## src/rtl/button_event_fsm_if.sv

```systemverilog
// rtl/button_event_fsm_if.sv - button level in, classified event pulses out
//   pressed      : debounced, synchronised button level (1 = held)
//   short_pulse  : one-cycle pulse, single short press confirmed
//   double_pulse : one-cycle pulse, second press of a double click
//   long_pulse   : one-cycle pulse, hold reached the long threshold
//   busy         : classifier is in the middle of a gesture
interface button_event_fsm_if;
  logic pressed;
  logic short_pulse;
  logic double_pulse;
  logic long_pulse;
  logic busy;

  modport master (
    output pressed,
    input  short_pulse,
    input  double_pulse,
    input  long_pulse,
    input  busy
  );

  modport slave (
    input  pressed,
    output short_pulse,
    output double_pulse,
    output long_pulse,
    output busy
  );
endinterface

```

## src/rtl/button_event_fsm.sv

```systemverilog
// rtl/button_event_fsm.sv - classifies button presses into short/double/long event pulses
//   clk   : system clock, all state changes on rising edge
//   reset : asynchronous active-low reset
//   bus   : slave side of button_event_fsm_if (pressed in, pulses and busy out)
module button_event_fsm #(
  parameter int LONG_CYCLES   = 50_000_000,
  parameter int DCLICK_CYCLES = 25_000_000,
  parameter int CNT_BITS      = 27
) (
  input  logic                clk,
  input  logic                reset,
  button_event_fsm_if.slave   bus
);

  if (LONG_CYCLES < 2) begin : g_bad_long
    $error("button_event_fsm: LONG_CYCLES must be >= 2");
  end
  if (DCLICK_CYCLES < 2) begin : g_bad_dclick
    $error("button_event_fsm: DCLICK_CYCLES must be >= 2");
  end
  if ((longint'(LONG_CYCLES) >= (longint'(1) << CNT_BITS)) ||
      (longint'(DCLICK_CYCLES) >= (longint'(1) << CNT_BITS))) begin : g_bad_width
    $error("button_event_fsm: CNT_BITS too narrow for the cycle limits");
  end

  typedef enum logic [1:0] {
    ST_IDLE     = 2'd0,
    ST_PRESS    = 2'd1,
    ST_GAP      = 2'd2,
    ST_WAIT_REL = 2'd3
  } state_t;

  // Terminal counts: the counter already holds the number of samples seen,
  // so the Nth sample arrives while cnt equals N-1.
  localparam logic [CNT_BITS-1:0] CNT_ONE     = CNT_BITS'(1);
  localparam logic [CNT_BITS-1:0] LONG_TERM   = CNT_BITS'(LONG_CYCLES - 1);
  localparam logic [CNT_BITS-1:0] DCLICK_TERM = CNT_BITS'(DCLICK_CYCLES - 1);

  state_t              state_q, state_d;
  logic [CNT_BITS-1:0] cnt_q, cnt_d;
  logic                short_q, short_d;
  logic                double_q, double_d;
  logic                long_q, long_d;

  always_ff @(posedge clk or negedge reset) begin
    if (!reset) begin
      state_q  <= ST_IDLE;
      cnt_q    <= '0;
      short_q  <= 1'b0;
      double_q <= 1'b0;
      long_q   <= 1'b0;
    end else begin
      state_q  <= state_d;
      cnt_q    <= cnt_d;
      short_q  <= short_d;
      double_q <= double_d;
      long_q   <= long_d;
    end
  end

  always_comb begin
    state_d  = state_q;
    cnt_d    = cnt_q;
    short_d  = 1'b0;
    double_d = 1'b0;
    long_d   = 1'b0;
    case (state_q)
      ST_IDLE: begin
        if (bus.pressed) begin
          state_d = ST_PRESS;
          cnt_d   = CNT_ONE;
        end else begin
          cnt_d   = '0;
        end
      end
      ST_PRESS: begin
        if (bus.pressed) begin
          if (cnt_q == LONG_TERM) begin
            long_d  = 1'b1;
            state_d = ST_WAIT_REL;
          end else begin
            cnt_d   = cnt_q + CNT_ONE;
          end
        end else begin
          state_d = ST_GAP;
          cnt_d   = CNT_ONE;
        end
      end
      ST_GAP: begin
        // A press in the gap wins over the terminal count: it is always a
        // double click, and WAIT_REL swallows any long hold that follows.
        if (bus.pressed) begin
          double_d = 1'b1;
          state_d  = ST_WAIT_REL;
        end else if (cnt_q == DCLICK_TERM) begin
          short_d  = 1'b1;
          state_d  = ST_IDLE;
          cnt_d    = '0;
        end else begin
          cnt_d    = cnt_q + CNT_ONE;
        end
      end
      ST_WAIT_REL: begin
        if (!bus.pressed) begin
          state_d = ST_IDLE;
          cnt_d   = '0;
        end
      end
      default: begin
        state_d = ST_IDLE;
        cnt_d   = '0;
      end
    endcase
  end

  assign bus.short_pulse  = short_q;
  assign bus.double_pulse = double_q;
  assign bus.long_pulse   = long_q;
  assign bus.busy         = (state_q != ST_IDLE);

endmodule

```

## src/flat_wrapper.sv

```systemverilog
// flat-port wrapper written by rule: the top's interface ports become plain ports
module button_event_fsm_flat 
#(
  parameter int LONG_CYCLES   = 50_000_000,
  parameter int DCLICK_CYCLES = 25_000_000,
  parameter int CNT_BITS      = 27
)
  (clk, reset, bus_pressed, bus_short_pulse, bus_double_pulse, bus_long_pulse, bus_busy);
  button_event_fsm_if bus_i ();
  input  logic clk;
  input  logic reset;
  input wire logic [$bits(bus_i.pressed)-1:0] bus_pressed;
  output wire logic [$bits(bus_i.short_pulse)-1:0] bus_short_pulse;
  output wire logic [$bits(bus_i.double_pulse)-1:0] bus_double_pulse;
  output wire logic [$bits(bus_i.long_pulse)-1:0] bus_long_pulse;
  output wire logic [$bits(bus_i.busy)-1:0] bus_busy;
  assign bus_i.pressed = bus_pressed;
  assign bus_short_pulse = bus_i.short_pulse;
  assign bus_double_pulse = bus_i.double_pulse;
  assign bus_long_pulse = bus_i.long_pulse;
  assign bus_busy = bus_i.busy;
  button_event_fsm #(.LONG_CYCLES(LONG_CYCLES), .DCLICK_CYCLES(DCLICK_CYCLES), .CNT_BITS(CNT_BITS)) u_core (.clk(clk), .reset(reset), .bus(bus_i));
endmodule
```

## config.mk

```make
export PLATFORM = sky130hd
export DESIGN_NAME = button_event_fsm_flat
export DESIGN_NICKNAME = d
export VERILOG_FILES = /design/src/rtl/button_event_fsm_if.sv /design/src/rtl/button_event_fsm.sv /design/src/flat_wrapper.sv
export SDC_FILE = /design/constraint.sdc
export NUM_CORES = 1
export LEC_CHECK = 0
export ABC_AREA = 0
export CORE_MARGIN = 3
export CORE_UTILIZATION = 50
export CTS_CLUSTER_DIAMETER = 60
export DETAILED_ROUTE_END_ITERATION = 8
export HOLD_SLACK_MARGIN = 0.03
export PLACE_DENSITY_LB_ADDON = 0.12
export SYNTH_ARGS = -nofsm -noshare
export SYNTH_HDL_FRONTEND = slang
export SYNTH_SLANG_ARGS = --single-unit
```

## constraint.sdc

```tcl
create_clock -name clk -period 4.15 [get_ports clk]
set_input_delay 1.0375 -clock clk [delete_from_list [all_inputs] [get_ports clk]]
set_output_delay 1.0375 -clock clk [all_outputs]
set_load 0.005 [all_outputs]
```

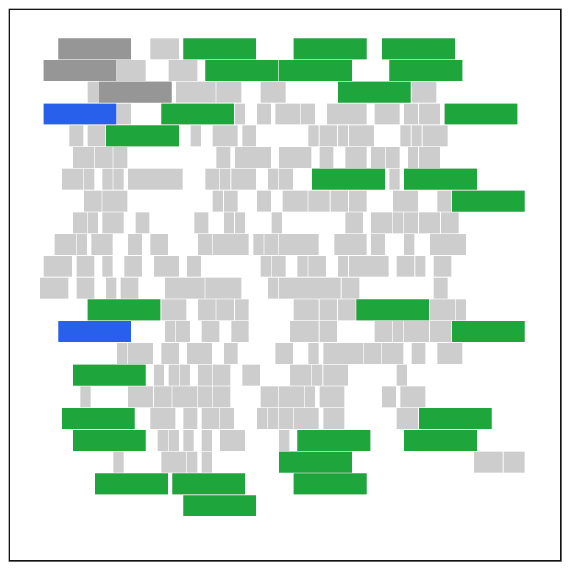
Run 1: where the registers sit
Scale: 8 px per micron.
| signal | colour | sequential cells |
|---|---|---|
| `u_core.cnt_q` | green | 27 |
| `u_core.state_q` | blue | 2 |
not coloured: 3
sequential portion of the cell area: 38.0%
power drawn by the sequential cells: 328 uW
FF+latch area: 801 sq um
final core utilization: 56.8%

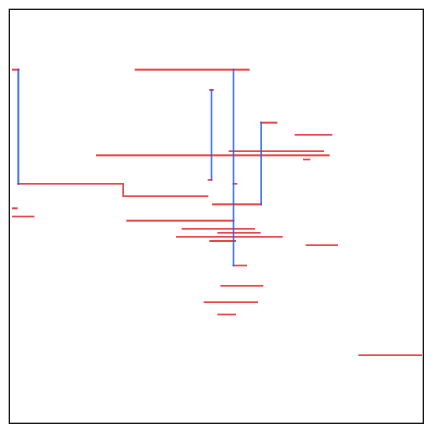
Run 1: signal wires by layer
Scale: 6 px per micron. Two of the layers only.
| layer | colour | wire length |
|---|---|---|
| metal 4 | blue | 80.2 microns |
| metal 3 | red | 224 microns |
Detailed Route WL: 4310 microns
Avg WL per Cell: 15.9 microns
GRT Resource Usage Total: 21.0%
overall via count from detail_route: 1693

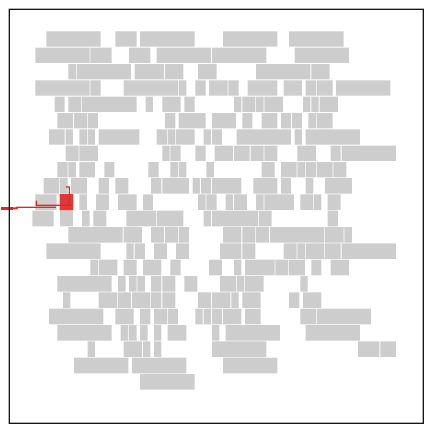
Run 1: wires at chosen ports, followed through buffers
Scale: 6 px per micron.
| port | colour | bits | direction | edge | end cells | buffers | wire |
|---|---|---|---|---|---|---|---|
| `bus_busy` | red | 1 | output | left | 1 | 1 | 17.5 microns |
port bufs: 6
count of pins on the block boundary: 7

==> impl_metrics.xml, run 1 <==
<?xml version="1.0" encoding="UTF-8"?>
<metrics>
  <group name="run_status">
    <metric name="outcome" unit="">finished, final reports clean</metric>
  </group>
  <group name="final_timing">
    <metric name="finClkSkew" unit="ps">3.92</metric>
    <metric name="final-setup-viol-count" unit="">0</metric>
    <metric name="final_hold_vios" unit="">0</metric>
  </group>
  <group name="setup_path">
    <metric name="timing.reg2reg.setup_slack" unit="ps">1550</metric>
    <metric name="crit_cells" unit="">6</metric>
    <metric name="worst_r2r_path_depth" unit="">6</metric>
  </group>
  <group name="cells_and_area">
    <metric name="area_delta_synth_final" unit="%">7.12</metric>
    <metric name="layout.cells.most_common" unit="">dfrtp_1</metric>
    <metric name="mi_logic_area" unit="sq um">1060</metric>
  </group>
  <group name="global_routing">
    <metric name="first_global_vias" unit="">1518</metric>
    <metric name="grt_util_met3" unit="%">4.86</metric>
  </group>
  <group name="power">
    <metric name="p_int" unit="uW">482</metric>
    <metric name="irDropWorstVdd" unit="mV">0.221</metric>
    <metric name="comb_power" unit="uW">77.0</metric>
  </group>
  <group name="floorplanning">
    <metric name="chipArea" unit="sq um">4730</metric>
    <metric name="fp-row-count" unit="">22</metric>
  </group>
  <group name="clock_tree">
    <metric name="numClockSinks" unit="">32</metric>
    <metric name="post_cts_hold_buffer_count" unit="">0</metric>
  </group>
  <group name="synth">
    <metric name="top_logic_kind" unit="">simple AND/OR/NAND/NOR gates</metric>
    <metric name="post_synth_xor_xnor_area" unit="%">3.11</metric>
    <metric name="netlist.top_cell.by_instances" unit="">dfrtp_1</metric>
    <metric name="syn_avg_cell_area" unit="sq um">8.95</metric>
  </group>
  <group name="placement">
    <metric name="placement.cell_area" unit="sq um">2020</metric>
  </group>
</metrics>
==> run 2, diff against run 1 <==
==> constraint.sdc (replaced) <==
create_clock -name clk -period 2.4 [get_ports clk]
set_input_delay 0.6 -clock clk [delete_from_list [all_inputs] [get_ports clk]]
set_output_delay 0.6 -clock clk [all_outputs]
set_load 0.005 [all_outputs]
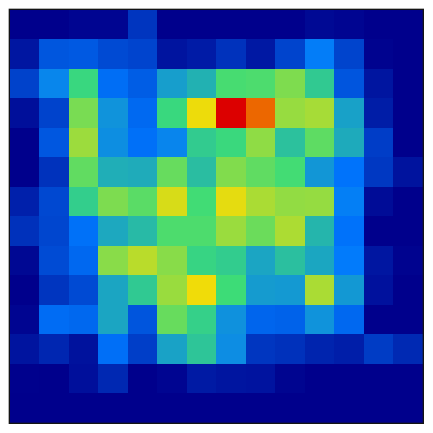
Run 2: routed metal per tile
Scale: 6 px per micron. 14 x 14 tiles, from dark blue (low) to red (high), scaled to the fullest tile. Values are wire area over tile area, all layers added.
emptiest ninth of the die: bottom right
nearly empty tiles: 27%
mean over tiles: 0.17
densest ninth of the die: middle
fullest tile: 0.70
GRT Resource Usage Total: 24.1%
Detailed Route WL: 4990 microns

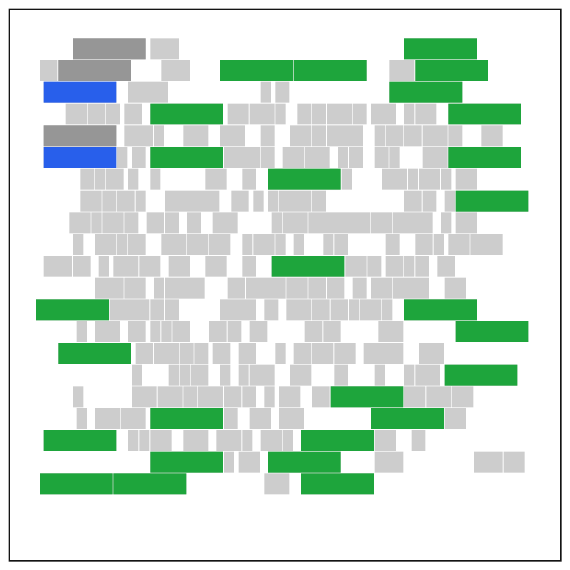
Run 2: where the registers sit
Scale: 8 px per micron.
| signal | colour | sequential cells |
|---|---|---|
| `u_core.cnt_q` | green | 27 |
| `u_core.state_q` | blue | 2 |
power drawn by the sequential cells: 565 uW
final core utilization: 61.7%
sequential portion of the cell area: 34.9%

==> run 2 against run 1 <==
  * Register-to-register slack worse by 1400 ps
  * Setup slack worse by 1100 ps
  * Global-route usage up 3.1 points
  * First-iteration DRC count down 22%
  * Sequential share of layout area down 3.0 points
  * Non-clock buffer count up 24
  * Final area up 8.7%
  * Sequential cell count unchanged
  * Clock power up 77%
  * Clock-buffer cell count unchanged
  * Clock skew up 3.2 ps
  * Critical path depth unchanged
  * Critical path type is now reg -> reg
==> impl_metrics.xml, run 2 <==
<?xml version="1.0" encoding="UTF-8"?>
<metrics>
  <group name="cells_and_area">
    <metric name="layout.area.seq" unit="sq um">801</metric>
    <metric name="area.share.combinational" unit="%">46.6</metric>
    <metric name="sequential_cell_total" unit="">32</metric>
    <metric name="layout.cells.most_common" unit="">dfrtp_1</metric>
    <metric name="mi_logic_area" unit="sq um">1070</metric>
    <metric name="design.final.nets" unit="">250</metric>
    <metric name="area_delta_synth_final" unit="%">16.4</metric>
    <metric name="layout-drive-gt1-share" unit="%">17.0</metric>
  </group>
  <group name="routing">
    <metric name="drt-met1-wl" unit="microns">2230</metric>
    <metric name="length_of_the_first_detailed_routing_pass_in_iterations" unit="">5</metric>
    <metric name="postRouteAntennaNets" unit="">0</metric>
    <metric name="routedWlPerCell" unit="microns">16.9</metric>
    <metric name="num_vias" unit="">1840</metric>
  </group>
  <group name="setup_path">
    <metric name="crit_path_max_incr_delay" unit="ps">540</metric>
    <metric name="crit_cells" unit="">6</metric>
    <metric name="worst_r2r_path_depth" unit="">6</metric>
    <metric name="timing.reg2reg.setup_slack" unit="ps">140</metric>
    <metric name="crit_family" unit="">simple AND/OR/NAND/NOR gates</metric>
  </group>
  <group name="clock_tree">
    <metric name="post_cts_hold_buffer_count" unit="">0</metric>
    <metric name="numClockSinks" unit="">32</metric>
    <metric name="tritoncts_clock_tree" unit="">yes</metric>
  </group>
  <group name="power">
    <metric name="comb_power" unit="uW">172</metric>
    <metric name="power.share.clock" unit="%">36.7</metric>
    <metric name="p_clk" unit="uW">427</metric>
    <metric name="p_sw" unit="uW">307</metric>
    <metric name="p_int" unit="uW">857</metric>
    <metric name="irDropWorstVdd" unit="mV">0.342</metric>
  </group>
  <group name="synth">
    <metric name="post_synth_edffs" unit="">0</metric>
    <metric name="leading_post_synthesis_cells_by_instance_count" unit="">32 x dfrtp_1, 22 x nor2_1, 21 x nand2_1</metric>
    <metric name="synthSimpleGateAreaFrac" unit="%">30.2</metric>
    <metric name="netlist.top_cell.by_instances" unit="">dfrtp_1</metric>
    <metric name="syn_avg_cell_area" unit="sq um">8.95</metric>
    <metric name="synthesis.area" unit="sq um">1970</metric>
    <metric name="post_synth_xor_xnor_area" unit="%">3.11</metric>
    <metric name="top_logic_kind" unit="">simple AND/OR/NAND/NOR gates</metric>
  </group>
  <group name="global_routing">
    <metric name="grt_util_met3" unit="%">6.00</metric>
    <metric name="first_global_vias" unit="">1782</metric>
  </group>
  <group name="floorplanning">
    <metric name="fp-row-count" unit="">22</metric>
    <metric name="die-height" unit="microns">68.8</metric>
    <metric name="floorplan.io_pins" unit="">7</metric>
    <metric name="chipArea" unit="sq um">4730</metric>
  </group>
  <group name="run_status">
    <metric name="outcome" unit="">finished, final reports clean</metric>
  </group>
  <group name="final_timing">
    <metric name="final.min_clock_period" unit="ps">2260</metric>
    <metric name="rsz0062_at_grt" unit="">no</metric>
    <metric name="holdWs" unit="ps">575</metric>
    <metric name="finClkSkew" unit="ps">7.12</metric>
    <metric name="final_hold_vios" unit="">0</metric>
    <metric name="final-setup-viol-count" unit="">0</metric>
  </group>
  <group name="placement">
    <metric name="placement.cell_area" unit="sq um">2180</metric>
    <metric name="numPortBuffers" unit="">6</metric>
  </group>
</metrics>
==> run 3, diff against run 2 <==
--- a/config.mk
+++ b/config.mk
@@ -5,7 +5,6 @@
 export SDC_FILE = /design/constraint.sdc
 export NUM_CORES = 1
 export LEC_CHECK = 0
-export ABC_AREA = 0
 export CORE_MARGIN = 3
 export CORE_UTILIZATION = 50
 export CTS_CLUSTER_DIAMETER = 60
==> constraint.sdc (replaced) <==
create_clock -name clk -period 2.8 [get_ports clk]
set_input_delay 0.7 -clock clk [delete_from_list [all_inputs] [get_ports clk]]
set_output_delay 0.7 -clock clk [all_outputs]
set_load 0.005 [all_outputs]
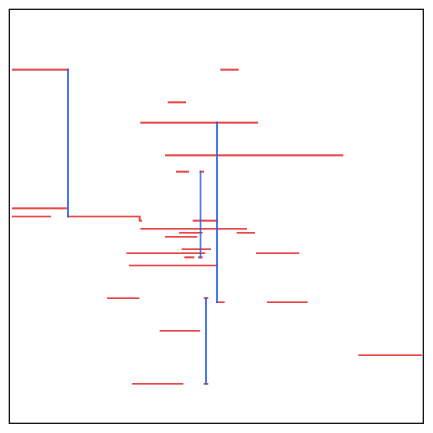
Run 3: signal wires by layer
Scale: 6 px per micron. Two of the layers only.
| layer | colour | wire length |
|---|---|---|
| metal 3 | red | 205 microns |
| metal 4 | blue | 83.0 microns |
overall via count from detail_route: 1713
GRT Resource Usage Total: 21.2%
Detailed Route WL: 4610 microns
Avg WL per Cell: 16.8 microns

==> run 3 against run 2 <==
  * Sequential share of layout area rose by 2.5 points
  * Highest routed layer unchanged
  * Maximum frequency is 8.4% lower
  * Largest power group unchanged
  * Setup slack gained 190 ps
  * Power is 17% lower
  * Clock power fell by 15%
  * First-iteration DRC count fell by 19%
  * Die size stayed put
  * Combinational power decreased by 31%
==> impl_metrics.xml, run 3 <==
<?xml version="1.0" encoding="UTF-8"?>
<metrics>
  <group name="setup_path">
    <metric name="crit_family" unit="">simple AND/OR/NAND/NOR gates</metric>
    <metric name="crit_cells" unit="">6</metric>
  </group>
  <group name="power">
    <metric name="seq_cell_power" unit="uW">487</metric>
    <metric name="comb_power" unit="uW">118</metric>
    <metric name="p_clk" unit="uW">363</metric>
  </group>
  <group name="synth">
    <metric name="leading_post_synthesis_cells_by_instance_count" unit="">32 x dfrtp_1, 22 x nor2_1, 21 x nand2_1</metric>
    <metric name="synthesis.area" unit="sq um">1970</metric>
    <metric name="synthSimpleGateAreaFrac" unit="%">30.2</metric>
    <metric name="post_synth_edffs" unit="">0</metric>
  </group>
  <group name="routing">
    <metric name="drt-met1-wl" unit="microns">2150</metric>
    <metric name="length_of_the_first_detailed_routing_pass_in_iterations" unit="">4</metric>
  </group>
  <group name="placement">
    <metric name="placement.cell_area" unit="sq um">2050</metric>
  </group>
  <group name="cells_and_area">
    <metric name="layout.area.seq" unit="sq um">801</metric>
    <metric name="design.final.nets" unit="">230</metric>
    <metric name="layout-drive-gt1-share" unit="%">9.69</metric>
    <metric name="sequential_cell_total" unit="">32</metric>
    <metric name="area_delta_synth_final" unit="%">8.64</metric>
  </group>
  <group name="run_status">
    <metric name="outcome" unit="">finished, final reports clean</metric>
  </group>
  <group name="floorplanning">
    <metric name="fp-row-count" unit="">22</metric>
    <metric name="chipArea" unit="sq um">4730</metric>
  </group>
  <group name="final_timing">
    <metric name="holdWs" unit="ps">575</metric>
    <metric name="final-setup-viol-count" unit="">0</metric>
    <metric name="rsz0062_at_grt" unit="">no</metric>
  </group>
  <group name="clock_tree">
    <metric name="tritoncts_clock_tree" unit="">yes</metric>
  </group>
</metrics>
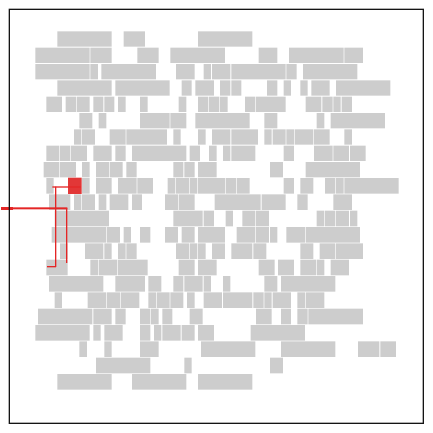
Run 3: wires at chosen ports, followed through buffers
Scale: 6 px per micron.
| port | colour | bits | direction | edge | end cells | buffers | wire |
|---|---|---|---|---|---|---|---|
| `bus_busy` | red | 1 | output | left | 1 | 1 | 37.2 microns |

No activity file was given, so power comes from the tool's default toggle rates.
